## config.mk

```make
export PLATFORM = sky130hd
export DESIGN_NAME = chart_sequencer
export DESIGN_NICKNAME = d
export VERILOG_FILES = /design/src/rtl/chart_sequencer.sv
export SDC_FILE = /design/constraint.sdc
export NUM_CORES = 1
export LEC_CHECK = 0
export CAP_MARGIN = 20
export CORE_UTILIZATION = 50
export CTS_CLUSTER_DIAMETER = 120
export DETAILED_ROUTE_END_ITERATION = 10
export MAX_ROUTING_LAYER = met4
export PLACE_DENSITY = 0.81
export SETUP_SLACK_MARGIN = 0.15
export SLEW_MARGIN = 0
export SYNTH_ARGS = -nofsm -noshare
export SYNTH_HDL_FRONTEND = slang
export SYNTH_SLANG_ARGS = --single-unit
```

## constraint.sdc

```tcl
create_clock -name clk -period 4.29 [get_ports clk]
set_input_delay 0.429 -clock clk [delete_from_list [all_inputs] [get_ports clk]]
set_output_delay 0.429 -clock clk [all_outputs]
set_load 0.05 [all_outputs]
```

## src/rtl/chart_sequencer.sv

```systemverilog
// Play-mode chart stepper: presents each chart entry, runs its hit window, strobes judge.
// Optional macro CHART_SEQUENCER_PAUSE_EN adds a pause input that freezes the sequencer.
module chart_sequencer #(
  parameter int SONG_CNT_BITS = 6,
  parameter int CLOCK_BITS    = 16,
  parameter int LENGTH_BITS   = 3,
  parameter int WINDOW_BASE   = 64
) (
  input  logic                     clk,
  input  logic                     rst_n,
  input  logic                     en,
  input  logic                     start,
  input  logic [SONG_CNT_BITS-1:0] track,
  input  logic [CLOCK_BITS-1:0]    system_clock,
  input  logic                     tick,
  input  logic [LENGTH_BITS-1:0]   goal_length,
  input  logic                     hit_valid,
  input  logic                     sound_over,
`ifdef CHART_SEQUENCER_PAUSE_EN
  input  logic                     pause,
`endif
  output logic [SONG_CNT_BITS-1:0] cnt,
  output logic [CLOCK_BITS-1:0]    goal_clock,
  output logic                     judge,
  output logic                     miss,
  output logic [SONG_CNT_BITS-1:0] hit_count,
  output logic [SONG_CNT_BITS-1:0] miss_count,
  output logic                     busy,
  output logic                     done
);

  localparam int WIN_W = $clog2(WINDOW_BASE + 1);

  typedef enum logic [2:0] {
    S_IDLE, S_PRESENT, S_WAIT_HIT, S_WAIT_SOUND, S_JUDGE, S_DONE
  } state_t;

  state_t                   r_state;
  logic [SONG_CNT_BITS-1:0] r_cnt;
  logic [CLOCK_BITS-1:0]    r_goal_clock;
  logic [WIN_W-1:0]         r_win;
  logic                     r_judge;
  logic                     r_miss;
  logic [SONG_CNT_BITS-1:0] r_hit_count;
  logic [SONG_CNT_BITS-1:0] r_miss_count;
  logic                     r_busy;
  logic                     r_done;

  logic [WIN_W-1:0]         w_win_raw;
  logic [WIN_W-1:0]         w_win_load;
  logic                     w_last;
  logic                     w_pause;
  logic                     w_resume;

  // Long length codes shift the window to zero; never allow an empty window.
  assign w_win_raw  = WIN_W'(WINDOW_BASE) >> goal_length;
  assign w_win_load = (w_win_raw == '0) ? WIN_W'(1) : w_win_raw;
  assign w_last     = (r_cnt == (track - SONG_CNT_BITS'(1)));

`ifdef CHART_SEQUENCER_PAUSE_EN
  logic r_pause_d;

  always_ff @(posedge clk or negedge rst_n) begin
    if (!rst_n) r_pause_d <= 1'b0;
    else        r_pause_d <= pause;
  end

  assign w_pause  = pause;
  assign w_resume = r_pause_d & ~pause;
`else
  assign w_pause  = 1'b0;
  assign w_resume = 1'b0;
`endif

  always_ff @(posedge clk or negedge rst_n) begin
    if (!rst_n) begin
      r_state      <= S_IDLE;
      r_cnt        <= '0;
      r_goal_clock <= '0;
      r_win        <= '0;
      r_judge      <= 1'b0;
      r_miss       <= 1'b0;
      r_hit_count  <= '0;
      r_miss_count <= '0;
      r_busy       <= 1'b0;
      r_done       <= 1'b0;
    end else if (!en) begin
      r_state <= S_IDLE;
      r_cnt   <= '0;
      r_win   <= '0;
      r_judge <= 1'b0;
      r_busy  <= 1'b0;
      r_done  <= 1'b0;
    end else if (w_pause) begin
      r_judge <= 1'b0;
    end else begin
      r_judge <= 1'b0;
      // The entry's reference time restarts when play resumes after a pause.
      if (w_resume && r_busy) r_goal_clock <= system_clock;
      case (r_state)
        S_IDLE, S_DONE: begin
          if (start) begin
            r_cnt        <= '0;
            r_hit_count  <= '0;
            r_miss_count <= '0;
            if (track != '0) begin
              r_state <= S_PRESENT;
              r_busy  <= 1'b1;
              r_done  <= 1'b0;
            end else begin
              r_state <= S_DONE;
              r_done  <= 1'b1;
            end
          end
        end
        S_PRESENT: begin
          r_goal_clock <= system_clock;
          r_win        <= w_win_load;
          r_state      <= S_WAIT_HIT;
        end
        S_WAIT_HIT: begin
          if (hit_valid) begin
            r_state <= S_WAIT_SOUND;
          end else if (tick) begin
            if (r_win <= WIN_W'(1)) begin
              r_win        <= '0;
              r_state      <= S_JUDGE;
              r_judge      <= 1'b1;
              r_miss       <= 1'b1;
              r_miss_count <= r_miss_count + SONG_CNT_BITS'(1);
            end else begin
              r_win <= r_win - WIN_W'(1);
            end
          end
        end
        S_WAIT_SOUND: begin
          if (sound_over) begin
            r_state     <= S_JUDGE;
            r_judge     <= 1'b1;
            r_miss      <= 1'b0;
            r_hit_count <= r_hit_count + SONG_CNT_BITS'(1);
          end
        end
        S_JUDGE: begin
          if (w_last) begin
            r_state <= S_DONE;
            r_busy  <= 1'b0;
            r_done  <= 1'b1;
          end else begin
            r_cnt   <= r_cnt + SONG_CNT_BITS'(1);
            r_state <= S_PRESENT;
          end
        end
        default: begin
          r_state <= S_IDLE;
          r_busy  <= 1'b0;
          r_done  <= 1'b0;
        end
      endcase
    end
  end

  assign cnt        = r_cnt;
  assign goal_clock = r_goal_clock;
  assign judge      = r_judge;
  assign miss       = r_miss;
  assign hit_count  = r_hit_count;
  assign miss_count = r_miss_count;
  assign busy       = r_busy;
  assign done       = r_done;

endmodule

```

Fig. 1: power grid
Scale bar: 20 um. Pins as bars on the die edge.
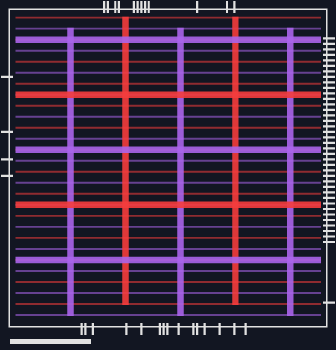
colour	net
purple	VSS
red	VDD
met4 straps	5
signal pins	70
rows	27
Die Height: 78.0 um
Die W: 78.0 um
Max IR drop VDD: 0.319 mV
core area: 0.00554 sq mm

Fig. 2: placed cells, one colour a class
Fill, decap, tap and diode cells in grey.
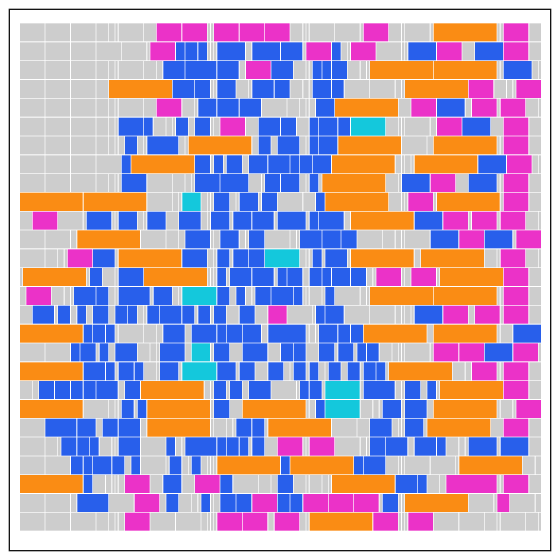
colour	class	cells	share of their area
cyan	clock drivers and dummy loads	8	2.7%
orange	flip-flops	48	33%
magenta	other buffers and delay cells	71	20%
blue	all other logic	238	45%
cell area after layout: 0.00372 sq mm
# rows: 27
Final Util: 0.672
sequential cell area share: 0.323

Fig. 3: routed clock nets over the placement
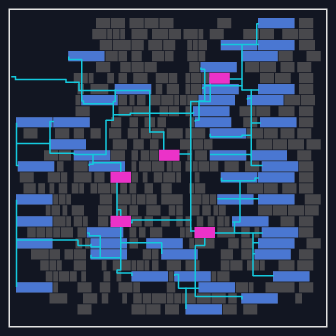
[magenta] cells driving clock nets | count: 5
[cyan] clock wires | length: 575 um
[blue] flip-flops | count: 48
routed clock nets	6
flops lie	widely spread

Fig. 4: routed metal, one colour a layer
Scale bar: 20 um. Two of the layers only.
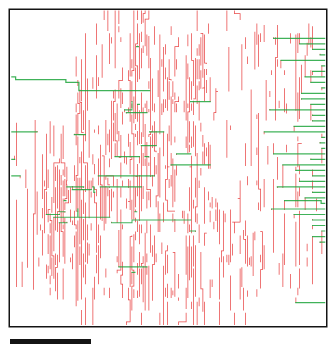
colour	layer	wire length
red	met2	3030 um
green	met3	394 um
GRT Overall Usage: 0.228
Via Count: 2555
Wirelength per Cell: 14.8 um
Post-Route WL: 6450 um

Fig. 5: clock routing
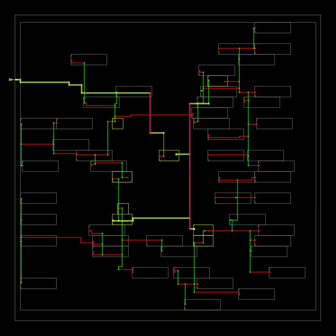
number of sequential cells: 48
clock tree sinks: 48
Clock Latency Late Sink: 0.30 ns
clk_skew: 0.00638 ns
total CTS buffers: 5

==> reports/qor.csv <==
stage,metric,value,unit
pwr,internal-power,1.09,mW
synthesis,synth_flops,48,
setup_path,reg2reg_depth,5,
finish,comb_area_frac,0.424,
synthesis,yosysUniqueCellTypes,61,
global_routing,grt.met3_usage,0.0488,
setup_path,path_buffers,2,
synthesis,synthTopCellsByCount,"48 x dfrtp_1, 25 x nand2_1, 15 x nor2_1, 11 x a21oi_1, 11 x nand3_1",
die,tap_cells,72,
timing,min_period,2.39,ns
drt,postRouteAntennaNets,0,
timing,fin_ws,1.90,ns
timing,finalCritPeriodShare,0.558,
placed_design,buffer_ports.inserted,69,
synthesis,yosys-stat-area,0.00289,sq mm
setup_path,start_kind,input port,
placed_design,hpwl,4750,um
finish,clkbuf_count,6,
pwr,pwr-share-comb,0.516,
synthesis,ys_async_sr_fraction,1.00,
setup_path,crit_chain,clkdlybuf4s50_1 -> inv_1 -> ha_1 -> xnor2_1 -> a211o_1 -> a211o_1 -> a21o_1 -> a32o_1,
setup_path,cpLargestDelayFamily,AND-OR/OR-AND gates,
synthesis,syn-num-nets,339,
pwr,power.group.top,combinational cells,
synthesis,synthCells,301,
timing,rsz0062_at_grt,false,
pwr,p_leak,1.48,nW
setup_path,endpoint,cnt[2],
placed_design,dp_slack,1.57,ns
setup_path,reg2reg_from,r_state[0],
synthesis,synthFlopType,dfrtp_1,
timing,maxSlewViolCount,0,
cts,clk_pin_slew,0.09,ns
flow_run,warnings,27,
pwr,comb-power,1.03,mW
timing,max_slew_margin,0.521,
global_routing,grt_max_degree,49,
pwr,pg_clk,0.286,mW
drt,avgViaCountPerCell,5.85,
global_routing,grt_pass1_vias,2410,
run_status,status,finished clean,
finish,nets,402,
setup_path,path_common_cell,a211o_1,
finish,area_growth,28.8,%
pwr,clkPwrFrac,0.143,
timing,setup_viol,0,
timing,max_freq,0.418,GHz
setup_path,cp_max_fo,8,
global_routing,grt-busiest-layer,met2,
setup_path,startpoint,track[0],
==> flip-flops by register name, summed over array words and instances (netlist names) <==
signal	flops
cnt	6
r_state	3
done	1
hit_count	6
r_win	7
judge	1
miss	1
busy	1
miss_count	6
goal_clock	16
==> kinds of logic (layout without fill, tap and decap cells) <==
| group | after synthesis | count (layout) | share of synthesized area |
|---|---|---|---|
| AOI/OAI and AO/OA | 80 | 80 | 0.195 |
| xor gates and xnor gates | 11 | 11 | 0.0333 |
| adders and majority gates | 7 | 7 | 0.0299 |
| buffers and inverters | 26 | 90 | 0.0381 |
| DFF | 48 | 48 | 0.415 |
| muxes | 20 | 20 | 0.0766 |
| and+or+nand+nor | 109 | 109 | 0.212 |
==> routing by layer <==
layer,routed length (um),part of all wire
met2,3030,0.47
met3,394,0.061
met5,0,0
met1,2940,0.46
met4,76,0.012
Power figures rest on the tool's default switching activity, not on a simulated workload.
